<file path="src/rtl/decoder_scan_n.sv">
// Registered active-low one-hot decoder with a self-sequencing scan mode.
// Scan walks the low bit across all N lines, dwelling STEP_DIV cycles on each.
module decoder_scan_n #(
   parameter int unsigned SEL_W    = 2,
   parameter int unsigned STEP_DIV = 1,
   parameter int unsigned WRAP     = 0
) (
   input  logic                 clk,
   input  logic                 rst_n,
   input  logic                 En_n,
   input  logic                 Mode,
   input  logic                 Start,
   input  logic [SEL_W-1:0]     Sel,
   output logic [2**SEL_W-1:0]  W,
   output logic [SEL_W-1:0]     Idx,
   output logic                 Busy,
   output logic                 Done
);

   localparam int unsigned N     = 2 ** SEL_W;
   localparam int unsigned CNT_W = 8;
   localparam logic [N-1:0]     ONE       = {{(N - 1){1'b0}}, 1'b1};
   localparam logic [SEL_W-1:0] IDX_LAST  = SEL_W'(N - 1);
   localparam logic [CNT_W-1:0] DWELL_END = CNT_W'(STEP_DIV - 1);

   typedef enum logic [0:0] {
      IDLE = 1'b0,
      SCAN = 1'b1
   } state_t;

   state_t             state_q, state_d;
   logic [N-1:0]       w_q, w_d;
   logic [SEL_W-1:0]   idx_q, idx_d;
   logic [CNT_W-1:0]   cnt_q, cnt_d;
   logic               done_q, done_d;

   always_ff @(posedge clk or negedge rst_n) begin
      if (!rst_n) begin
         state_q <= IDLE;
         w_q     <= '1;
         idx_q   <= '0;
         cnt_q   <= '0;
         done_q  <= 1'b0;
      end else begin
         state_q <= state_d;
         w_q     <= w_d;
         idx_q   <= idx_d;
         cnt_q   <= cnt_d;
         done_q  <= done_d;
      end
   end

   always_comb begin
      state_d = state_q;
      w_d     = '1;
      idx_d   = idx_q;
      cnt_d   = '0;
      done_d  = 1'b0;
      unique case (state_q)
         IDLE: begin
            if (!En_n) begin
               if (!Mode) begin
                  w_d   = ~(ONE << Sel);
                  idx_d = Sel;
               end else if (Start) begin
                  state_d = SCAN;
                  w_d     = ~ONE;
                  idx_d   = '0;
               end
            end
         end
         SCAN: begin
            // Abort is checked first so it wins over completion on the last dwell cycle.
            if (En_n || !Mode) begin
               state_d = IDLE;
            end else if (cnt_q == DWELL_END) begin
               if (idx_q != IDX_LAST) begin
                  idx_d = idx_q + 1'b1;
                  w_d   = ~(ONE << (idx_q + 1'b1));
               end else if (WRAP != 0) begin
                  idx_d = '0;
                  w_d   = ~ONE;
               end else begin
                  state_d = IDLE;
                  done_d  = 1'b1;
               end
            end else begin
               cnt_d = cnt_q + 1'b1;
               w_d   = w_q;
            end
         end
         default: state_d = IDLE;
      endcase
   end

   assign W    = w_q;
   assign Idx  = idx_q;
   assign Busy = (state_q == SCAN);
   assign Done = done_q;

endmodule
</file>
<file path="config.mk">
export PLATFORM = sky130hd
export DESIGN_NAME = decoder_scan_n
export DESIGN_NICKNAME = d
export VERILOG_FILES = /design/src/rtl/decoder_scan_n.sv
export SDC_FILE = /design/constraint.sdc
export NUM_CORES = 1
export LEC_CHECK = 0
export ABC_AREA = 0
export CORE_ASPECT_RATIO = 1.2
export CORE_MARGIN = 5
export CORE_UTILIZATION = 30
export DETAILED_ROUTE_END_ITERATION = 10
export GPL_TIMING_DRIVEN = 0
export PLACE_DENSITY = 0.49
export SKIP_CTS_REPAIR_TIMING = 1
export SLEW_MARGIN = 25
export SYNTH_ARGS = -nofsm -noshare
export SYNTH_HDL_FRONTEND = slang
export SYNTH_SLANG_ARGS = --single-unit
</file>
<file path="constraint.sdc">
create_clock -name clk -period 2.8 [get_ports clk]
set_clock_uncertainty 0.15 [all_clocks]
set_input_delay 0.28 -clock clk [delete_from_list [all_inputs] [get_ports clk]]
set_output_delay 0.28 -clock clk [all_outputs]
set_load 0.02 [all_outputs]
</file>
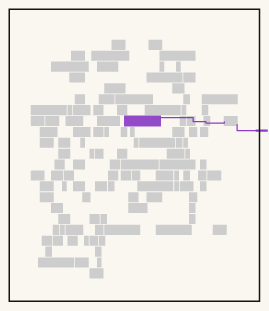
**Above:** wires at chosen ports, followed through buffers.
Scale: 4 px per um.
Key: purple = Done [direction output, end cells 1, buffers 1, wire 24.3 um]
ports placed on the boundary: 15
IO buf count: 14

==> flow.log <==
[report] implementation figures
[metrics] most heavily used metal layer in global routing: met2
[metrics] most common cell after layout, fill and taps aside: sky130_fd_sc_hd__clkdlybuf4s50_1
[metrics] Total Neg Setup Slack: 0 ns
[metrics] vias in the first global route: between 800 and 900
[metrics] most frequently used flop master after synthesis: sky130_fd_sc_hd__dfrtp_1
[metrics] reg-to-reg setup timing slack: between 0.6 and 0.7 ns
[metrics] largest family of logic cells by area: AND-OR/OR-AND gates
[metrics] Tap Cells: 36
[metrics] global-route wire length before repair: around 3600 um
[metrics] run status: complete, no violations
[metrics] overall track demand over capacity in global routing: 0.0987
[metrics] highest metal used: met4
[metrics] share of synthesized cell area in and-or and or-and compound cells: 0.185
[metrics] Placeable Area: a little over 3000 um2
[metrics] cell area reported after detailed placement: approximately 1200 um2
[metrics] critical path data required time: about 2.8 ns
[metrics] gate family responsible for the most delay along the worst path: AND-OR/OR-AND gates
[metrics] sum of routed wire segments on met1: around 960 um
[metrics] Clock group: between 0.00015 and 0.0002 W
[metrics] switching power total: approximately 0.00021 W
[metrics] Clock buffer cells: 4
[metrics] chip area: about 4500 um2
[metrics] number of instances in the synthesized netlist: about 97
[metrics] final cycle utilization of the critical path: 0.780
[metrics] inverters: 6
[metrics] count of H-tree levels built during CTS: 1
[metrics] proportion of layout cells with a drive suffix above 1: 0.148
[metrics] share of synthesized area spent on multiplexers: 0.0421
[metrics] most numerous cell types in the synthesized netlist: 12 x sky130_fd_sc_hd__dfrtp_1, 7 x sky130_fd_sc_hd__ha_1, 6 x sky130_fd_sc_hd__inv_1, 6 x sky130_fd_sc_hd__o21ai_0, 5 x sky130_fd_sc_hd__nand2_1
[metrics] first-pass iteration count of the detailed router: 4
[metrics] clock network fraction of total power: 0.239
[metrics] count of placed standard cells in the final layout, fillers left out: 151
[metrics] dominant logic cell types in the final layout: 14 x sky130_fd_sc_hd__clkdlybuf4s50_1, 12 x sky130_fd_sc_hd__dfrtp_1, 7 x sky130_fd_sc_hd__ha_1, 6 x sky130_fd_sc_hd__inv_1, 6 x sky130_fd_sc_hd__o21ai_0
[metrics] number of filler instances in the final layout: around 310
[metrics] total number of warnings across the stage logs: 31
[metrics] proportion of register bits with asynchronous set or reset after synthesis: 1.00
[metrics] final RePlAce weighted congestion: 0.757
[metrics] area fraction in xor and xnor cells: 0.0268
[metrics] DP HPWL: around 1600 um
[metrics] maximum single-stage delay on the critical path: ~0.5 ns
[metrics] multi-input logic cell count: roughly 70
[metrics] floorplan-stage core utilization: 0.315
[metrics] fraction of cell area in non-clock buffers: 0.146
[metrics] met2 Track Usage GR: 0.171
[metrics] Adder Share, Synth: 0.0893
[metrics] relative contribution of combinational cells to total power: 0.319
[metrics] met3 routed WL: between 80 and 90 um
[metrics] Net Sw Frac: 0.330
[metrics] met1 track demand over resource in global routing: 0.113
[metrics] RSZ-0062 raised after global routing: false
[metrics] Non-Filler Cell Area, Final: ~1200 um2
[metrics] combined area of the multi-input logic cells: ~520 um2
[metrics] proportion of power drawn by flip-flops and latches: 0.442
[metrics] power density relative to cell area: 534 nW/um2
[metrics] endpoints failing setup: 0
[metrics] Relative slew margins: 0.508
[metrics] CTS buffer count: 3
[metrics] critical path buffer and inverter count: 2
[metrics] global-route met3 utilization: 0.0277
[metrics] die span in y: about 73 um
[metrics] cell group occupying the most layout area: combinational gates
[metrics] clock-cell share of area: 0.0302
[metrics] post-synthesis simple-gate area fraction: 0.185
[metrics] kind of end point of the critical path: register
[metrics] post-detailed-route via-to-cell ratio: 5.13
[metrics] power attributed to combinational cells: roughly 0.00021 W
[metrics] register bank with the most flops: cnt_q
[metrics] fraction of post-synthesis cell area in the top cell type by area: 0.306
[metrics] total met2 wirelength after detailed routing: 1060 um
[metrics] smallest hold slack: 0.273 ns
[metrics] Top Consumer: sequential cells
[metrics] most numerous cell in the Yosys netlist: sky130_fd_sc_hd__dfrtp_1
[metrics] TritonCTS clock tree: done
[metrics] net count reported at finish: approximately 130
[metrics] Seq Cell Count: 16
[metrics] First DRT Iteration DRCs: 14
[metrics] r2r endpoint: Idx[0]$_DFFE_PN0P_
[metrics] Highest Clock Rate: between 400 and 500 MHz
[metrics] leakage dissipation: 0.491 nW
[metrics] largest net degree at the start of global routing: 17
[metrics] number of cell instances after yosys synthesis: between 90 and 100
[metrics] number of flip-flops in the largest register: 8
[metrics] Hold Fails Final Rpt: 0
[metrics] number of pins exceeding their max-slew limit in the final report: 0
[metrics] number of cells on the worst reg-to-reg path: 6
[metrics] proportion of synthesized chip area in sequential cells: 0.413
[metrics] flip-flops with a built-in enable: 0
[metrics] total power consumption of the routed design: about 0.00064 W
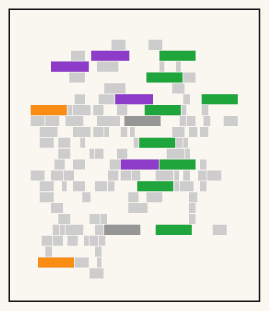
**Above:** sequential cells coloured by netlist name.
Scale: 4 px per um. Other sequential cells in the stronger grey, the rest of the logic in the fainter grey.
Key: green = cnt_q [sequential cells 8]; orange = Idx [sequential cells 2]; purple = W [sequential cells 4, where top centre]
Another 2 sequential cells are not coloured.
share of cell area taken by flip-flops and latches: 0.337
Power Sequential: 0.000284 W
sequential cell area: 405 um2

Power is estimated from default activity; no workload was simulated.
